--- src/rtl/multicycle_control_if.sv ---
// Control bundle between the multicycle main control FSM and the CPU datapath.
// Latency: none, wires only.
// Backpressure: memory wait-states arrive on mem_ready; every other signal is unflowcontrolled.
// Ports:
//   master - controller side: takes opcode/mem_ready/zero, drives ALU selects and datapath strobes.
//   slave  - datapath side: the mirror image.
// Optional macro CTRL_PERF_CNT_EN adds the retired[15:0] instruction counter.
interface multicycle_control_if;
    logic [3:0] opcode;
    logic       mem_ready;
    logic       zero;
    logic [1:0] alu_op;
    logic       alu_src_a;
    logic [1:0] alu_src_b;
    logic [1:0] pc_src;
    logic       pc_write;
    logic       pc_write_cond;
    logic       ir_load;
    logic       i_or_d;
    logic       mem_read;
    logic       mem_write;
    logic       reg_write;
    logic       reg_dst;
    logic       mem_to_reg;
    logic       halted;
    logic       fault;
`ifdef CTRL_PERF_CNT_EN
    logic [15:0] retired;
`endif

    modport master (
        input  opcode, mem_ready, zero,
        output alu_op, alu_src_a, alu_src_b, pc_src, pc_write, pc_write_cond,
               ir_load, i_or_d, mem_read, mem_write, reg_write, reg_dst,
               mem_to_reg, halted, fault
`ifdef CTRL_PERF_CNT_EN
        , output retired
`endif
    );

    modport slave (
        output opcode, mem_ready, zero,
        input  alu_op, alu_src_a, alu_src_b, pc_src, pc_write, pc_write_cond,
               ir_load, i_or_d, mem_read, mem_write, reg_write, reg_dst,
               mem_to_reg, halted, fault
`ifdef CTRL_PERF_CNT_EN
        , input retired
`endif
    );
endinterface

--- src/rtl/multicycle_control.sv ---
// Multi-cycle main control FSM of the 16-bit CPU: fetch/decode/execute/memory/writeback sequencing.
// Latency: 3-5 cycles per instruction (BEQ/J 3, SW/R/SHIFT/ADDI 4, LW 5) plus memory wait-states.
// Backpressure: stalls in FETCH/MEM_RD/MEM_WR while mem_ready=0; MEM_TIMEOUT stalled cycles -> FAULT.
// Ports: clk, rst (async, active-high), ctrl (multicycle_control_if.master).
// Optional macro CTRL_PERF_CNT_EN adds the retired[15:0] counter of completed instructions.
module multicycle_control #(
    parameter int MEM_TIMEOUT = 15,  // 1..255
    parameter int TO_W        = 8
) (
    input  logic                        clk,
    input  logic                        rst,
    multicycle_control_if.master        ctrl
);
    typedef enum logic [3:0] {
        S_FETCH, S_DECODE, S_ADDR, S_MEM_RD, S_MEM_WR, S_WB_MEM, S_EXEC_R,
        S_EXEC_S, S_EXEC_I, S_WB_ALU, S_BRANCH, S_JUMP, S_HALT, S_FAULT
    } state_t;

    localparam logic [3:0] OP_LW    = 4'b0000;
    localparam logic [3:0] OP_RTYPE = 4'b0001;
    localparam logic [3:0] OP_SHIFT = 4'b0010;
    localparam logic [3:0] OP_SW    = 4'b0011;
    localparam logic [3:0] OP_BEQ   = 4'b0100;
    localparam logic [3:0] OP_ADDI  = 4'b0101;
    localparam logic [3:0] OP_J     = 4'b0110;
    localparam logic [3:0] OP_HALT  = 4'b1111;

    state_t          state;
    state_t          state_nxt;
    logic [TO_W-1:0] wait_cnt;
    logic            mem_state;
    logic            timeout;
    logic            wb_rtype;   // WB_ALU is shared, so remember whether an R-type fed it

    assign mem_state = (state == S_FETCH) || (state == S_MEM_RD) || (state == S_MEM_WR);
    // Counter already holds MEM_TIMEOUT stalled cycles and memory is still not ready.
    assign timeout   = mem_state && !ctrl.mem_ready && (wait_cnt == TO_W'(MEM_TIMEOUT));

    always_ff @(posedge clk or posedge rst) begin
        if (rst) state <= S_FETCH;
        else     state <= state_nxt;
    end

    always_comb begin
        state_nxt = state;
        case (state)
            S_FETCH:  if (timeout) state_nxt = S_FAULT;
                      else if (ctrl.mem_ready) state_nxt = S_DECODE;
            S_DECODE: begin
                case (ctrl.opcode)
                    OP_LW, OP_SW: state_nxt = S_ADDR;
                    OP_RTYPE:     state_nxt = S_EXEC_R;
                    OP_SHIFT:     state_nxt = S_EXEC_S;
                    OP_ADDI:      state_nxt = S_EXEC_I;
                    OP_BEQ:       state_nxt = S_BRANCH;
                    OP_J:         state_nxt = S_JUMP;
                    OP_HALT:      state_nxt = S_HALT;
                    default:      state_nxt = S_FAULT;
                endcase
            end
            S_ADDR:   state_nxt = (ctrl.opcode == OP_LW) ? S_MEM_RD : S_MEM_WR;
            S_MEM_RD: if (timeout) state_nxt = S_FAULT;
                      else if (ctrl.mem_ready) state_nxt = S_WB_MEM;
            S_MEM_WR: if (timeout) state_nxt = S_FAULT;
                      else if (ctrl.mem_ready) state_nxt = S_FETCH;
            S_EXEC_R, S_EXEC_S, S_EXEC_I: state_nxt = S_WB_ALU;
            S_WB_MEM, S_WB_ALU, S_BRANCH, S_JUMP: state_nxt = S_FETCH;
            S_HALT:   state_nxt = S_HALT;
            S_FAULT:  state_nxt = S_FAULT;
            default:  state_nxt = S_FAULT;
        endcase
    end

    // Outputs are decoded from state; reset forces them low asynchronously so a
    // memory access in flight is dropped the moment rst rises.
    always_comb begin
        ctrl.alu_op        = 2'b00;
        ctrl.alu_src_a     = 1'b0;
        ctrl.alu_src_b     = 2'b00;
        ctrl.pc_src        = 2'b00;
        ctrl.pc_write      = 1'b0;
        ctrl.pc_write_cond = 1'b0;
        ctrl.ir_load       = 1'b0;
        ctrl.i_or_d        = 1'b0;
        ctrl.mem_read      = 1'b0;
        ctrl.mem_write     = 1'b0;
        ctrl.reg_write     = 1'b0;
        ctrl.reg_dst       = 1'b0;
        ctrl.mem_to_reg    = 1'b0;
        ctrl.halted        = 1'b0;
        ctrl.fault         = 1'b0;
        if (!rst) begin
            case (state)
                S_FETCH: begin
                    ctrl.mem_read  = !timeout;
                    ctrl.alu_src_b = 2'b01;
                    ctrl.ir_load   = ctrl.mem_ready;
                    ctrl.pc_write  = ctrl.mem_ready;
                end
                S_DECODE: ctrl.alu_src_b = 2'b11;
                S_ADDR: begin
                    ctrl.alu_src_a = 1'b1;
                    ctrl.alu_src_b = 2'b10;
                end
                S_MEM_RD: begin
                    ctrl.mem_read = !timeout;
                    ctrl.i_or_d   = 1'b1;
                end
                S_MEM_WR: begin
                    ctrl.mem_write = !timeout;
                    ctrl.i_or_d    = 1'b1;
                end
                S_WB_MEM: begin
                    ctrl.reg_write  = 1'b1;
                    ctrl.mem_to_reg = 1'b1;
                end
                S_EXEC_R: begin
                    ctrl.alu_op    = 2'b10;
                    ctrl.alu_src_a = 1'b1;
                end
                S_EXEC_S, S_EXEC_I: begin
                    ctrl.alu_op    = 2'b11;
                    ctrl.alu_src_a = 1'b1;
                    ctrl.alu_src_b = 2'b10;
                end
                S_WB_ALU: begin
                    ctrl.reg_write = 1'b1;
                    ctrl.reg_dst   = wb_rtype;
                end
                S_BRANCH: begin
                    ctrl.alu_op        = 2'b01;
                    ctrl.alu_src_a     = 1'b1;
                    ctrl.pc_write_cond = 1'b1;  // datapath qualifies with zero
                    ctrl.pc_src        = 2'b01;
                end
                S_JUMP: begin
                    ctrl.pc_write = 1'b1;
                    ctrl.pc_src   = 2'b10;
                end
                S_HALT:  ctrl.halted = 1'b1;
                S_FAULT: ctrl.fault  = 1'b1;
                default: ;
            endcase
        end
    end

    always_ff @(posedge clk or posedge rst) begin
        if (rst)                         wb_rtype <= 1'b0;
        else if (state == S_EXEC_R)      wb_rtype <= 1'b1;
        else if (state == S_EXEC_S || state == S_EXEC_I) wb_rtype <= 1'b0;
    end

    // Counts consecutive stalled cycles of one access; any state change restarts it.
    always_ff @(posedge clk or posedge rst) begin
        if (rst)
            wait_cnt <= '0;
        else if (mem_state && !ctrl.mem_ready && (state_nxt == state))
            wait_cnt <= wait_cnt + TO_W'(1);
        else
            wait_cnt <= '0;
    end

`ifdef CTRL_PERF_CNT_EN
    // Only completing states (WB_*, MEM_WR, BRANCH, JUMP) can enter FETCH outside reset.
    always_ff @(posedge clk or posedge rst) begin
        if (rst)
            ctrl.retired <= 16'h0000;
        else if (state != S_FETCH && state_nxt == S_FETCH)
            ctrl.retired <= ctrl.retired + 16'h0001;
    end
`endif
endmodule

--- src/flat_wrapper.sv ---
// flat-port wrapper written by rule: the top's interface ports become plain ports
module multicycle_control_flat 
#(
    parameter int MEM_TIMEOUT = 15,           
    parameter int TO_W        = 8
)
  (clk, rst, ctrl_opcode, ctrl_mem_ready, ctrl_zero, ctrl_alu_op, ctrl_alu_src_a, ctrl_alu_src_b, ctrl_pc_src, ctrl_pc_write, ctrl_pc_write_cond, ctrl_ir_load, ctrl_i_or_d, ctrl_mem_read, ctrl_mem_write, ctrl_reg_write, ctrl_reg_dst, ctrl_mem_to_reg, ctrl_halted, ctrl_fault);
  multicycle_control_if ctrl_i ();
  input  logic clk;
  input  logic rst;
  input wire logic [$bits(ctrl_i.opcode)-1:0] ctrl_opcode;
  input wire logic [$bits(ctrl_i.mem_ready)-1:0] ctrl_mem_ready;
  input wire logic [$bits(ctrl_i.zero)-1:0] ctrl_zero;
  output wire logic [$bits(ctrl_i.alu_op)-1:0] ctrl_alu_op;
  output wire logic [$bits(ctrl_i.alu_src_a)-1:0] ctrl_alu_src_a;
  output wire logic [$bits(ctrl_i.alu_src_b)-1:0] ctrl_alu_src_b;
  output wire logic [$bits(ctrl_i.pc_src)-1:0] ctrl_pc_src;
  output wire logic [$bits(ctrl_i.pc_write)-1:0] ctrl_pc_write;
  output wire logic [$bits(ctrl_i.pc_write_cond)-1:0] ctrl_pc_write_cond;
  output wire logic [$bits(ctrl_i.ir_load)-1:0] ctrl_ir_load;
  output wire logic [$bits(ctrl_i.i_or_d)-1:0] ctrl_i_or_d;
  output wire logic [$bits(ctrl_i.mem_read)-1:0] ctrl_mem_read;
  output wire logic [$bits(ctrl_i.mem_write)-1:0] ctrl_mem_write;
  output wire logic [$bits(ctrl_i.reg_write)-1:0] ctrl_reg_write;
  output wire logic [$bits(ctrl_i.reg_dst)-1:0] ctrl_reg_dst;
  output wire logic [$bits(ctrl_i.mem_to_reg)-1:0] ctrl_mem_to_reg;
  output wire logic [$bits(ctrl_i.halted)-1:0] ctrl_halted;
  output wire logic [$bits(ctrl_i.fault)-1:0] ctrl_fault;
  assign ctrl_i.opcode = ctrl_opcode;
  assign ctrl_i.mem_ready = ctrl_mem_ready;
  assign ctrl_i.zero = ctrl_zero;
  assign ctrl_alu_op = ctrl_i.alu_op;
  assign ctrl_alu_src_a = ctrl_i.alu_src_a;
  assign ctrl_alu_src_b = ctrl_i.alu_src_b;
  assign ctrl_pc_src = ctrl_i.pc_src;
  assign ctrl_pc_write = ctrl_i.pc_write;
  assign ctrl_pc_write_cond = ctrl_i.pc_write_cond;
  assign ctrl_ir_load = ctrl_i.ir_load;
  assign ctrl_i_or_d = ctrl_i.i_or_d;
  assign ctrl_mem_read = ctrl_i.mem_read;
  assign ctrl_mem_write = ctrl_i.mem_write;
  assign ctrl_reg_write = ctrl_i.reg_write;
  assign ctrl_reg_dst = ctrl_i.reg_dst;
  assign ctrl_mem_to_reg = ctrl_i.mem_to_reg;
  assign ctrl_halted = ctrl_i.halted;
  assign ctrl_fault = ctrl_i.fault;
  multicycle_control #(.MEM_TIMEOUT(MEM_TIMEOUT), .TO_W(TO_W)) u_core (.clk(clk), .rst(rst), .ctrl(ctrl_i));
endmodule
--- config.mk ---
export PLATFORM = sky130hd
export DESIGN_NAME = multicycle_control_flat
export DESIGN_NICKNAME = d
export VERILOG_FILES = /design/src/rtl/multicycle_control_if.sv /design/src/rtl/multicycle_control.sv /design/src/flat_wrapper.sv
export SDC_FILE = /design/constraint.sdc
export NUM_CORES = 1
export LEC_CHECK = 0
export ABC_CLOCK_PERIOD_IN_PS = 3100
export CAP_MARGIN = 15
export CORE_ASPECT_RATIO = 1.1
export CORE_UTILIZATION = 43
export CTS_CLUSTER_DIAMETER = 30
export DETAILED_ROUTE_END_ITERATION = 7
export GPL_ROUTABILITY_DRIVEN = 0
export PLACE_DENSITY = 0.79
export SETUP_SLACK_MARGIN = 0.02
export SLEW_MARGIN = 20
export SYNTH_ARGS = -nofsm -noshare
export SYNTH_HDL_FRONTEND = slang
export SYNTH_SLANG_ARGS = --single-unit
--- constraint.sdc ---
create_clock -name clk -period 3.1 [get_ports clk]
set_input_delay 0.62 -clock clk [delete_from_list [all_inputs] [get_ports clk]]
set_output_delay 0.62 -clock clk [all_outputs]
set_load 0.01 [all_outputs]
==> flow_summary.yaml <==
# physical design summary
finish:
  layout-drive-gt1-share_pct: 13.41
  comb_area_share_pct: 49.55
  comb_area_um2: 694.4
  final-clk-cell-share_pct: 1.875
  fin_util_pct: 60.41
  antennaDiodeCount: 0
  layout_top_cell: "clkdlybuf4s50_1"
logic_synthesis:
  area_leaders: "dfrtp_1, ha_1, nor2_1"
  yosysTopAreaCell: "dfrtp_1"
  yosys-top-cells-count: "dfrtp_1, nor2_1, a21oi_1, nand2_1, nor3_1"
  ys_sh_mux_pct: 0.9195
  synth_cell_types: 42
  yosys_area_um2: 1089
  simple_gate_share_pct: 34.48
  syn_avg_cell_area_um2: 7.831
placement:
  io_buffer_count: 24
  placed_cells: 190
die:
  num_rows: 18
  initial_utilization_pct: 46.93
  die_area_um2: 2737
clock_network:
  clkLatencyLatePin_ns: 0.27
  post_cts_buffers: 0
  holdBufCountCts: 0
  clk_pin_slew_ns: 0.08
setup_path:
  worstRegToRegCells: 4
  end_kind: "primary output"
  reg2reg_to: "u_core.wait_cnt[7]$_DFF_PP0_"
  cp_data_arrival_time_ns: 2.27
  critPathMaxFanout: 19
  crit_type: "register to primary output"
grt:
  grt_most_used_layer: "met2"
  antenna_found_initial: 0
  grt_use_met3_pct: 3.889
  grt.total_usage_pct: 20.65
  met2_usage_pct: 39.41
pwr:
  pwr-share-seq_pct: 26.7
  p_leak_nw: 0.5648
drt:
  drcViolationCount: 0
sta:
  skew_ns: 0.002392
  timing.slew.headroom_pct: 62.35
  worst_slack_ns: 0.2056
  fmax_ghz: 0.3455
  setup_viol: 0
  period_needed_ns: 2.894
run_status:
  outcome: "finished, final reports clean"
worst_hold_path:
  min_delay_path_depth: 1
job:
  cap_violations: 0
==> worst max-delay path, stage by stage (launching register included) <==
cell and delay [ns]:
dfrtp_1 0.70, nand2b_1 0.26, or2_2 0.35, a21oi_1 0.14, clkdlybuf4s50_1 0.54
==> how the worst max path moves through the flow <==
stage,cells after the start,to,from,slack [ns]
3_3_place_gp,5,ctrl_mem_read,ctrl_mem_ready,0.16
2_1_floorplan,5,ctrl_mem_read,u_core.wait_cnt[0]$_DFF_PP0_,0.98
5_1_grt,4,ctrl_alu_op[0],u_core.state[3]$_DFF_PP0_,0.03
4_1_cts,6,ctrl_mem_read,u_core.wait_cnt[0]$_DFF_PP0_,0.12
3_5_place_dp,5,ctrl_mem_read,ctrl_mem_ready,0.17
6_report,4,ctrl_alu_op[0],u_core.state[3]$_DFF_PP0_,0.21
==> repair_timing <==
item / 4_1_cts / 5_1_grt
endpoints found under the setup margin: 0 / 2
endpoints found under the hold margin: 0 / 0
gates resized: 0 / 2
==> logic make-up (layout without fill, tap and decap cells) <==
logic type      after synthesis  in the layout
compound gates               29             29
xor+xnor                      6              6
fa+ha+maj                     5              5
buf+inv                      16             41
flops                        13             13
mux                           1              1
simple gates                 69             69
==> power by group through the flow <==
| stage | clock (mW) | sequential (mW) | combinational [mW] |
|---|---|---|---|
| after floorplan | 0 | 0.220 | 0.417 |
| after global placement | 0 | 0.245 | 0.559 |
| after detailed placement | 0 | 0.250 | 0.566 |
| after CTS | 0.104 | 0.246 | 0.568 |
| after global routing | 0.113 | 0.256 | 0.633 |
| final | 0.104 | 0.247 | 0.574 |
==> metal layers <==
layer / wire length, um / share of wire, %
met5: 0 / 0
met4: 8 / 0.31
met3: 131 / 5.1
met2: 1337 / 52
met1: 1072 / 42
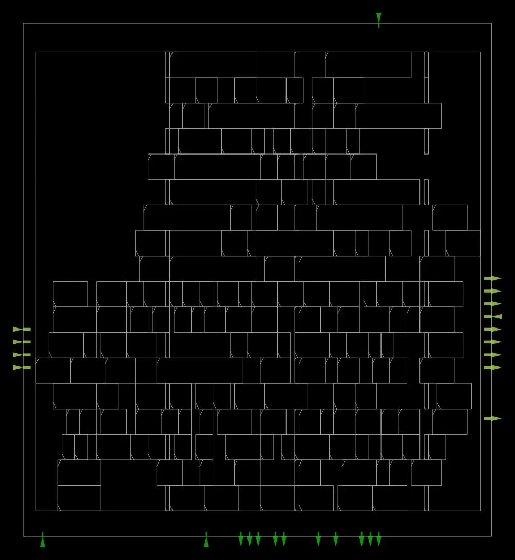
(cell outlines without signal wires)
Flops: 13
sequential share of cell area: 23.21%
# fillers: 203
core footprint: 2320 um2
final std cells w/o fill: 194

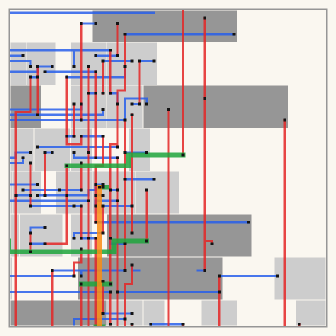
(layout detail)
Window x 27 to 47, y 31 to 51 um. Cells in grey, sequential cells in the stronger grey; small squares are vias.
Blue shows met1. Red shows met2. Orange shows met4. Green shows met3.
Sequential cells in the window: 5. Most frequent: dfrtp_1 (5), nor2_2 (3). 25 logic cells have their middle in the window. Netlist names of flops here include u_core.wait_cnt (4), u_core.wb_rtype (1).

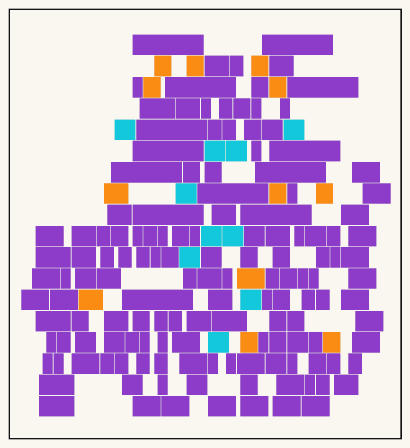
(sizing map)
Cyan shows drive 3 to 4, cells 10, share 6.1%. Purple shows drive 1 or less, cells 142, share 87%. Orange shows drive 2, cells 12, share 7.3%.

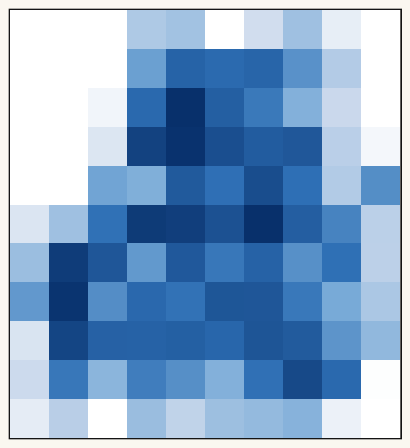
(cell density map)
The die is cut into 10 by 11 equal tiles; white is low, dark blue is high, 0 to 100% covered.
32% of the tiles are over 75% full. 17% of the tiles are nearly empty. The densest ninth of the die: middle. The mean over all tiles is 50%. The fullest tile reaches 100%. The emptiest ninth of the die: top left.

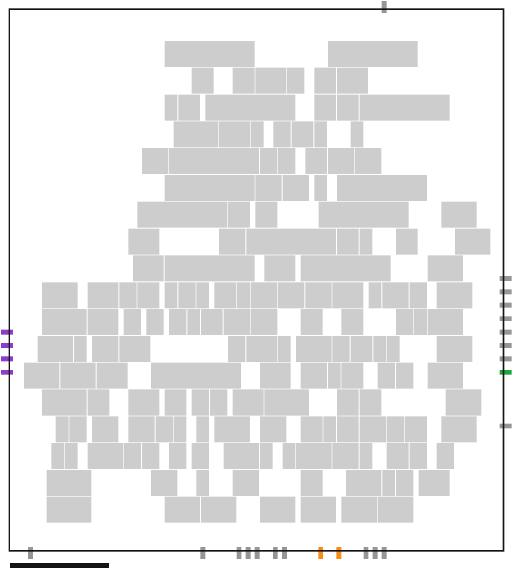
(pin map)
Bar = 10 um. Pins as bars across the die edge, other pins in grey.
Orange shows ctrl_alu_src_b, pins 2, direction output, edge bottom. Purple shows ctrl_opcode, pins 4, direction input, edge left. Green shows ctrl_reg_dst, pins 1, direction output, edge right.

No activity file was given, so power comes from the tool's default toggle rates.
